Figure 1. Gate families picked out (run 1).
Drawn at 6 px/micron.
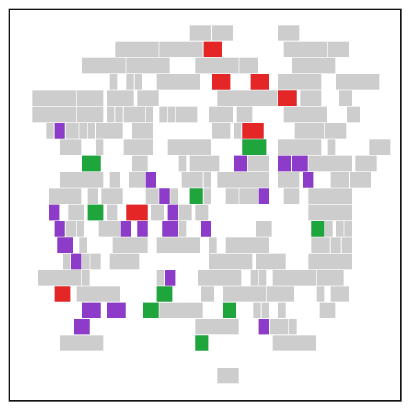
Figure 2. Met3 routing (run 1).
Drawn at 8 px/micron.
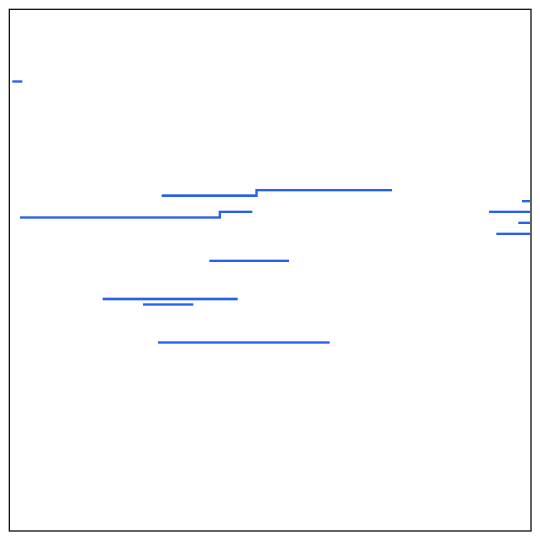
Figure 3. Cell sizes after repair (run 1).
Drawn at 6 px/micron.
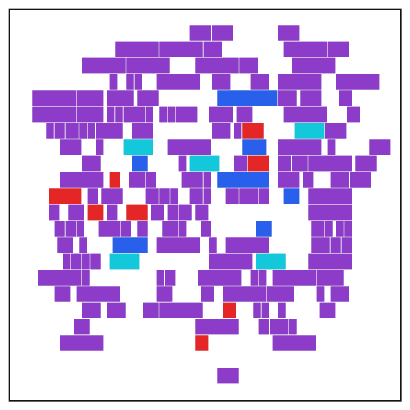
Figure 4. Placement by cell class (run 1).
Drawn at 6 px/micron. Fill, decap, tap and diode cells in gray.
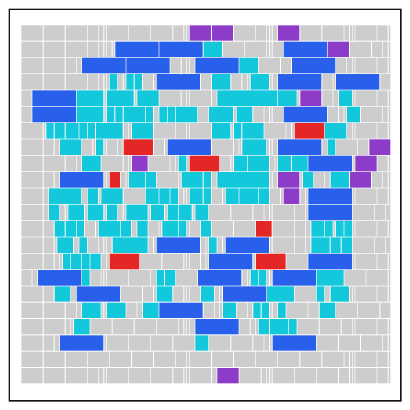
### src/rtl/hipass_rx_pkg.sv
// Shared types and constants for the Hi-Pass card receiver.
// Frame: start, DATA_BITS data LSB first, even parity, stop.
package hipass_rx_pkg;

    typedef logic [2:0] state_t;

    localparam state_t ST_IDLE   = 3'd0;
    localparam state_t ST_START  = 3'd1;
    localparam state_t ST_DATA   = 3'd2;
    localparam state_t ST_PARITY = 3'd3;
    localparam state_t ST_STOP   = 3'd4;

    localparam int DATA_BITS = 4;
    localparam int IDX_W     = 2;

    localparam logic [DATA_BITS-1:0] NO_CARD = 4'd0;

    // True when data plus parity bit carry an even number of ones.
    function automatic logic parity_even(input logic [DATA_BITS-1:0] d, input logic p);
        return ~(^{d, p});
    endfunction

endpackage

### src/rtl/hipass_rx_debounce.sv
// Level debouncer: dout follows din once din has differed for DEB_TICKS clocks.
// fall is a combinational flag, high in the cycle whose edge drops dout from 1 to 0.
module debounce #(
    parameter int DEB_TICKS = 8
) (
    input  logic clk,
    input  logic rst,
    input  logic din,
    output logic dout,
    output logic fall
);

    localparam int              CW       = $clog2(DEB_TICKS + 1);
    localparam logic [CW-1:0]   CNT_LAST = CW'(DEB_TICKS - 1);

    logic [CW-1:0] cnt;
    logic          flip;

    assign flip = (din != dout) && (cnt == CNT_LAST);
    assign fall = flip && dout;

    always_ff @(posedge clk) begin
        if (rst) begin
            cnt  <= '0;
            dout <= 1'b0;
        end else if (din == dout) begin
            cnt <= '0;
        end else if (flip) begin
            dout <= din;
            cnt  <= '0;
        end else begin
            cnt <= cnt + 1'b1;
        end
    end

endmodule

### src/rtl/hipass_rx.sv
// Hi-Pass card-reader receiver: debounced vehicle sensor plus 4-bit serial frame decoder.
// Latched code is valid only while a vehicle is present; cleared when the vehicle leaves.
module hipass_rx
    import hipass_rx_pkg::*;
#(
    parameter int BIT_TICKS = 16,
    parameter int DEB_TICKS = 8
) (
    input  logic                 clk,
    input  logic                 rst,
    input  logic                 car_raw,
    input  logic                 rx,
    output logic                 car,
    output logic [DATA_BITS-1:0] hipass_out,
    output logic                 hipass_valid,
    output logic                 frame_err
);

    localparam int              TW        = $clog2(BIT_TICKS);
    localparam logic [TW-1:0]   TICK_LAST = TW'(BIT_TICKS - 1);
    localparam logic [TW-1:0]   TICK_HALF = TW'(BIT_TICKS / 2 - 1);
    localparam logic [IDX_W-1:0] IDX_LAST = IDX_W'(DATA_BITS - 1);

    logic [1:0]           car_sync;
    logic [1:0]           rx_sync;
    logic                 car_s;
    logic                 rx_s;
    logic [1:0]           sync_age;
    logic                 rx_prev;
    logic                 rx_fall;
    logic                 car_fall;

    state_t               state;
    logic [TW-1:0]        tick;
    logic [IDX_W-1:0]     bit_idx;
    logic [DATA_BITS-1:0] data;
    logic                 par;
    logic                 frame_ok;
    logic                 tick_last;

    always_ff @(posedge clk) begin
        if (rst) begin
            car_sync <= 2'b00;
            rx_sync  <= 2'b11;
        end else begin
            car_sync <= {car_sync[0], car_raw};
            rx_sync  <= {rx_sync[0], rx};
        end
    end

    assign car_s = car_sync[1];
    assign rx_s  = rx_sync[1];

    // The rx synchronizer holds its reset value for two clocks after reset; edge detection
    // ignores that window so a line already low at release never looks like a new start bit.
    always_ff @(posedge clk) begin
        if (rst) begin
            sync_age <= 2'd0;
            rx_prev  <= 1'b0;
        end else begin
            if (sync_age != 2'd2)
                sync_age <= sync_age + 2'd1;
            rx_prev <= (sync_age == 2'd2) ? rx_s : 1'b0;
        end
    end

    assign rx_fall = rx_prev && !rx_s;

    debounce #(
        .DEB_TICKS (DEB_TICKS)
    ) u_car_deb (
        .clk  (clk),
        .rst  (rst),
        .din  (car_s),
        .dout (car),
        .fall (car_fall)
    );

    assign frame_ok  = rx_s && parity_even(data, par) && (data != NO_CARD);
    assign tick_last = (tick == TICK_LAST);

    always_ff @(posedge clk) begin
        if (rst) begin
            state        <= ST_IDLE;
            tick         <= '0;
            bit_idx      <= '0;
            data         <= '0;
            par          <= 1'b0;
            hipass_out   <= NO_CARD;
            hipass_valid <= 1'b0;
            frame_err    <= 1'b0;
        end else begin
            hipass_valid <= 1'b0;
            frame_err    <= 1'b0;
            if (car_fall)
                hipass_out <= NO_CARD;

            case (state)
                ST_IDLE: begin
                    if (rx_fall) begin
                        state <= ST_START;
                        tick  <= '0;
                    end
                end
                ST_START: begin
                    if (tick == TICK_HALF) begin
                        tick    <= '0;
                        bit_idx <= '0;
                        state   <= rx_s ? ST_IDLE : ST_DATA;
                    end else begin
                        tick <= tick + 1'b1;
                    end
                end
                ST_DATA: begin
                    if (tick_last) begin
                        tick          <= '0;
                        data[bit_idx] <= rx_s;
                        bit_idx       <= bit_idx + 1'b1;
                        if (bit_idx == IDX_LAST)
                            state <= ST_PARITY;
                    end else begin
                        tick <= tick + 1'b1;
                    end
                end
                ST_PARITY: begin
                    if (tick_last) begin
                        tick  <= '0;
                        par   <= rx_s;
                        state <= ST_STOP;
                    end else begin
                        tick <= tick + 1'b1;
                    end
                end
                ST_STOP: begin
                    if (tick_last) begin
                        tick  <= '0;
                        state <= ST_IDLE;
                        // A vehicle leaving on this very edge takes priority over the new code.
                        if (!frame_ok) begin
                            frame_err <= 1'b1;
                        end else if (car && !car_fall) begin
                            hipass_out   <= data;
                            hipass_valid <= 1'b1;
                        end
                    end else begin
                        tick <= tick + 1'b1;
                    end
                end
                default: state <= ST_IDLE;
            endcase
        end
    end

endmodule

### config.mk
export PLATFORM = sky130hd
export DESIGN_NAME = hipass_rx
export DESIGN_NICKNAME = d
export VERILOG_FILES = /design/src/rtl/hipass_rx_pkg.sv /design/src/rtl/hipass_rx_debounce.sv /design/src/rtl/hipass_rx.sv
export SDC_FILE = /design/constraint.sdc
export NUM_CORES = 1
export LEC_CHECK = 0
export ABC_AREA = 0
export CORE_MARGIN = 1.5
export CORE_UTILIZATION = 40
export CTS_BUF_LIST = sky130_fd_sc_hd__clkbuf_4 sky130_fd_sc_hd__clkbuf_8
export CTS_CLUSTER_DIAMETER = 30
export CTS_CLUSTER_SIZE = 12
export DETAILED_ROUTE_END_ITERATION = 8
export HOLD_SLACK_MARGIN = 0.05
export PLACE_DENSITY = 0.61
export SLEW_MARGIN = 40
export SYNTH_ARGS = -nofsm -noshare
export SYNTH_HDL_FRONTEND = slang
export SYNTH_SLANG_ARGS = --single-unit
### constraint.sdc
create_clock -name clk -period 2.05 [get_ports clk]
set_input_delay 0.205 -clock clk [delete_from_list [all_inputs] [get_ports clk]]
set_output_delay 0.205 -clock clk [all_outputs]
set_load 0.005 [all_outputs]
==> flow_summary.json, run 1 <==
{
  "status": "complete, no violations",
  "seq_cell_count": 32,
  "p_leak_nw": 0.676,
  "dr.pass1.iters": 4,
  "seq-power_uw": 670,
  "yosysTopAreaCellShare_pct": 41.6,
  "post-place-cells": 213,
  "lay_top_cells": "dfxtp_1 (32), nor2_1 (21), nand2_1 (11)",
  "hold_class": "flip-flop to flip-flop",
  "ys_top_cells_by_count": "dfxtp_1 (32), nor2_1 (21), nand2_1 (11)",
  "fmax_mhz": 511,
  "gr-usage-all-layers_pct": 15.1,
  "final_common_cell": "dfxtp_1",
  "worst_hold_startpoint": "rx_sync[0]",
  "dpl_worst_slack_ns": 0.0843,
  "crit_family": "simple AND/OR/NAND/NOR gates",
  "top_layer_used": "met4",
  "met3_length_microns": 123,
  "clk_pin_slew_ns": 0.06,
  "clk_share_pct": 4.68,
  "drtAntennaViolNets": 0,
  "synth_warnings": 0,
  "combPwrFrac_pct": 8.4,
  "ys_seq_share_pct": 41.6,
  "cts_sinks": 32,
  "largestClassByArea": "logic gates",
  "tap_cells": 48,
  "synth_cells": 161,
  "required_ns": 2.26,
  "rr_endpoint": "state[1]",
  "die_h_microns": 65.0,
  "path_buffers": 0,
  "area_share_nonclk_buffers_pct": 6.62,
  "slew_violations": 0,
  "wirelength_microns": 2850,
  "r2r_start": "tick[0]",
  "grt_antenna_before_repair": 0,
  "rrSetupSlack_ns": 0.09,
  "portBuffers": 10,
  "ys_sh_aoi_pct": 12.5,
  "ys_sh_simple_pct": 25.0,
  "rows": 22,
  "numCtsBuffers": 5,
  "use_met2_pct": 23.8,
  "syn_nets": 172,
  "async_reset_ff_share_pct": 0,
  "synth-edff-count": 0,
  "path_max_fanout": 7,
  "synth_cell_types": 47,
  "ir_drop_uv": 396,
  "fp.dieArea_sq_um": 4230,
  "comb_cells": 117,
  "grtUsageMet3_pct": 5.73,
  "logic_family": "simple AND/OR/NAND/NOR gates",
  "maxSlewHeadroom_pct": 69.2,
  "wl_per_cell_microns": 13.0,
  "cts-hold-fix-buffers": 0,
  "coreArea_sq_um": 3690,
  "top_area_cell": "dfxtp_1",
  "timing.final.hold_violations": 0,
  "critPathSlowestCell": "or4_1",
  "cts_setup_buffers": 0,
  "crit_chain": "ha_2, nor4bb_1, o21ai_1, o211a_2, or4_1, a21oi_1",
  "grt_pass1_vias": 1090,
  "fin_skew_ns": 0.00576,
  "ys_cells": 161,
  "maxCapViolations": 0,
  "power_mw": 1.22,
  "power_leader": "sequential cells",
  "crit_type": "flip-flop to flip-flop",
  "worst_pin_slew_ns": 0.462,
  "n_antenna_cell": 0,
  "gp_congestion": 0.838,
  "ys.flop_type": "dfxtp_1",
  "comb_share_pct": 47.6,
  "power_per_cell_area_nw_per_um2": 703,
  "busiest_layer": "met2",
  "synth.area.mux_share_pct": 5.20,
  "placed_area_sq_um": 1660,
  "clock_latency_ns": 0.28,
  "clkbuf_count": 6,
  "drc": 0,
  "core_util_floorplan_pct": 41.7,
  "grt_pass1_wl_microns": 4840,
  "vias": 1142,
  "clk-power_uw": 450
}
## Picture notes: Figure 1
Purple stands for inverting AOI/OAI gates, cells 22, most used a21oi_1. Red stands for AND-OR and OR-AND gates, cells 7, most used a22o_1. Green stands for AND and OR gates, cells 9.

## Picture notes: Figure 2
9 nets have wire on it. The longest straight run is 24.8 microns. The layer carries 124 microns of wire.

## Picture notes: Figure 3
Blue stands for _3 and _4 cells, cells 7. Red stands for _2 cells, cells 8. Purple stands for _0 and _1 cells, cells 152. Cyan stands for _6 and larger, cells 5.
cell area after layout: 1740 sq um
Non-clock buffers: 12
worst setup margin: 0.0918 ns
Syn-to-layout area delta: 13.0%

## Picture notes: Figure 4
Red stands for clock drivers and dummy loads, cells 7, share of their area 4.8%. Blue stands for flops, cells 32, share of their area 38%. Purple stands for other buffers and delay cells, cells 12, share of their area 6.9%. Cyan stands for combinational and other logic, cells 121, share of their area 50%.

==> run 2, diff against run 1 <==
CTS_CLUSTER_SIZE = unset   (was 12)
Figure 5. Gate families picked out (run 2).
Drawn at 6 px/micron.
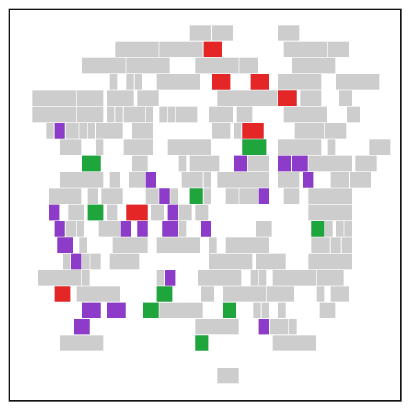
most frequent logic cell in the layout: dfxtp_1
Comb area share: 47.6%
Non-Filler Instances: 220

==> run 2 against run 1 <==
  * Combinational power about the same
  * Clock skew is the same
  * Die size unchanged
  * Final area is the same
  * Non-clock buffer count stayed put
  * Utilization is the same
  * First-iteration DRC count unchanged
  * Fmax stayed put
  * Worst hold slack unchanged
  * Routed wire length unchanged
  * Largest cell class unchanged
  * Sequential power is essentially flat
  * Setup slack unchanged
==> flow_summary.json, run 2 <==
{
  "seq-power_uw": 670,
  "largestClassByArea": "logic gates",
  "area_share_nonclk_buffers_pct": 6.62,
  "core_util_floorplan_pct": 41.7,
  "cts_sinks": 32,
  "status": "complete, no violations",
  "portBuffers": 10,
  "htree_levels": 2,
  "logic_family": "simple AND/OR/NAND/NOR gates",
  "power_leader": "sequential cells",
  "met3_length_microns": 123,
  "numCtsBuffers": 5,
  "ys_top_cells_by_count": "dfxtp_1 (32), nor2_1 (21), nand2_1 (11)",
  "dpl_worst_slack_ns": 0.0843,
  "clk-power_uw": 450,
  "rr_endpoint": "state[1]",
  "path_buffers": 0,
  "cts-hold-fix-buffers": 0,
  "holdPathStages": 1,
  "slowest_delay_ns": 0.54,
  "worst_pin_slew_ns": 0.462,
  "cts_setup_buffers": 0,
  "wirelength_microns": 2850,
  "clk_share_pct": 4.68,
  "ys_sh_simple_pct": 25.0,
  "logic_area_sq_um": 827,
  "setup_ws_ns": 0.0918,
  "rrSetupSlack_ns": 0.09,
  "combPwrFrac_pct": 8.4,
  "intPower_uw": 941,
  "top_layer_used": "met4",
  "hold_class": "flip-flop to flip-flop",
  "rows": 22,
  "gr-usage-all-layers_pct": 15.1,
  "comb_cells": 117,
  "synth_cells": 161,
  "synth-edff-count": 0,
  "synth.area.mux_share_pct": 5.20,
  "placed_area_sq_um": 1660,
  "syn2layout_area_growth_pct": 13.0,
  "coreArea_sq_um": 3690,
  "ys_sh_aoi_pct": 12.5,
  "maxCapViolations": 0,
  "slew_violations": 0,
  "r2r_start": "tick[0]",
  "vias": 1142,
  "ir_drop_uv": 396,
  "required_ns": 2.26,
  "crit_start": "tick[0]",
  "crit_chain": "ha_2, nor4bb_1, o21ai_1, o211a_2, or4_1, a21oi_1",
  "post-place-cells": 213,
  "wl_per_cell_microns": 13.0,
  "p_leak_nw": 0.676,
  "syn_nets": 172,
  "use_met2_pct": 23.8,
  "die_h_microns": 65.0,
  "drtAntennaViolNets": 0,
  "power_mw": 1.22,
  "fp.dieArea_sq_um": 4230,
  "critPathSlowestCell": "or4_1",
  "grt_pass1_vias": 1090,
  "postLayoutCellArea_sq_um": 1740,
  "timing.final.hold_violations": 0,
  "grt_antenna_before_repair": 0,
  "power_per_cell_area_nw_per_um2": 703,
  "clock_latency_ns": 0.28,
  "crit_family": "simple AND/OR/NAND/NOR gates",
  "ys_cells": 161,
  "drc": 0,
  "lay_top_cells": "dfxtp_1 (32), nor2_1 (21), nand2_1 (11)",
  "top_area_cell": "dfxtp_1",
  "synth_cell_types": 47,
  "fin_skew_ns": 0.00576,
  "ys_ff": 32,
  "gp_congestion": 0.838,
  "worst_hold_startpoint": "rx_sync[0]",
  "clkbuf_count": 6,
  "ys_seq_share_pct": 41.6,
  "maxSlewHeadroom_pct": 69.2,
  "fmax_mhz": 511,
  "dr.pass1.iters": 4,
  "grtUsageMet3_pct": 5.73,
  "clk_pin_slew_ns": 0.06,
  "tap_cells": 48,
  "synth_warnings": 0,
  "grt_max_degree": 27,
  "signal_buffers": 12,
  "crit_type": "flip-flop to flip-flop"
}
Figure 6. Routing congestion (run 2).
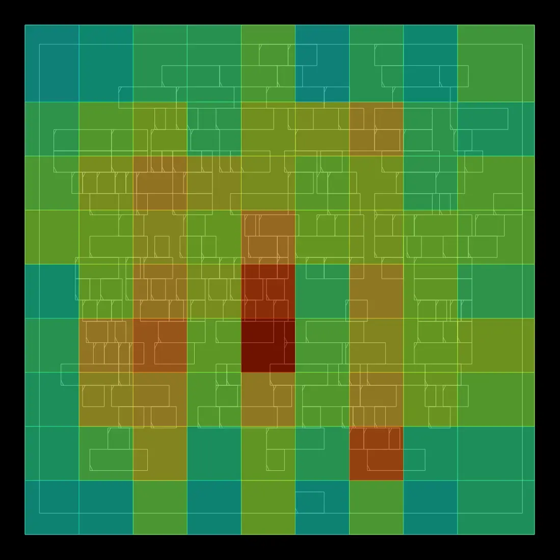

==> run 3, diff against run 2 <==
PLACE_DENSITY = 0.63   (was 0.61)
clock period = 1.6 ns   (was 2.05 ns; I/O delays follow)
Figure 7. Routing congestion (run 3).
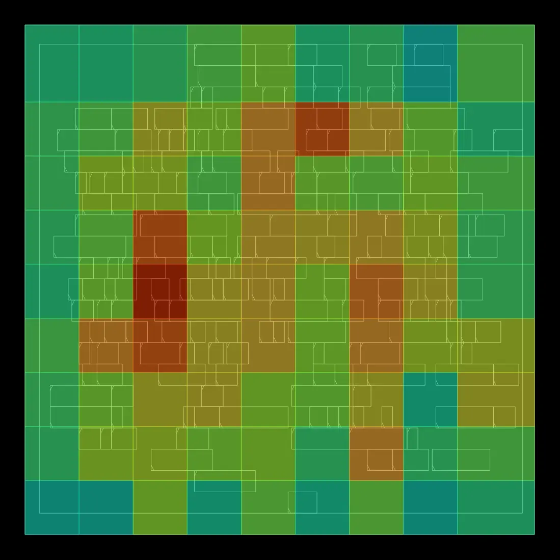
GR peak layer: met2
M3 GR Usage: 4.17%
met2 Usage GRT: 28.1%

==> run 3 against run 2 <==
  * Utilization grew 6.3 points
  * Sequential share of layout area shrank 3.7 points
  * Fmax grew 24%
  * Clock skew grew 0.00088 ns
  * Sequential cell count is the same
  * Global-route usage grew 1.2 points
  * Sequential power grew 27%
  * Combinational power grew 44%
  * Synthesized cell count is the same
  * Final cell count grew 9.1%
  * Setup slack lost 0.070 ns
  * Total power grew 45%
  * Largest power group unchanged
==> flow_summary.json, run 3 <==
{
  "fin_skew_ns": 0.00664,
  "ys_top_cells_by_count": "dfxtp_1 (32), nor2_1 (21), nand2_1 (11)",
  "coreArea_sq_um": 3690,
  "worst_pin_slew_ns": 0.403,
  "ys_cells": 161,
  "ys_ff": 32,
  "clkbuf_count": 6,
  "seq-power_uw": 852,
  "crit_type": "flip-flop to flip-flop",
  "power_per_cell_area_nw_per_um2": 896,
  "largestClassByArea": "logic gates",
  "top_layer_used": "met4",
  "intPower_mw": 1.38,
  "critPathSlowestCell": "nor4b_4",
  "holdPathStages": 1,
  "placed_area_sq_um": 1790,
  "final_common_cell": "dfxtp_1",
  "p_leak_nw": 0.793,
  "maxCapViolations": 0,
  "cts-hold-fix-buffers": 0,
  "ys_seq_share_pct": 41.6,
  "status": "complete, no violations",
  "comb_cells": 117,
  "vias": 1218,
  "core_util_floorplan_pct": 41.7,
  "power_mw": 1.77,
  "wl_per_cell_microns": 13.2,
  "combPwrFrac_pct": 8.3,
  "synth_cell_types": 47,
  "synth_cells": 161,
  "cts_setup_buffers": 1,
  "portBuffers": 10,
  "clock_latency_ns": 0.28,
  "grt_antenna_before_repair": 0,
  "synth.area.mux_share_pct": 5.20,
  "cts_sinks": 32,
  "power_leader": "sequential cells",
  "wirelength_microns": 3180,
  "logic_family": "simple AND/OR/NAND/NOR gates",
  "post-place-cells": 229,
  "syn2layout_area_growth_pct": 28.2,
  "drtAntennaViolNets": 0,
  "fp.dieArea_sq_um": 4230,
  "lay_top_cells": "dfxtp_1 (24), buf_4 (21), nor2_1 (20)",
  "clk_pin_slew_ns": 0.07,
  "gr-usage-all-layers_pct": 16.3,
  "hold_class": "flip-flop to flip-flop",
  "slew_violations": 0
}
Power is estimated from default activity; no workload was simulated.
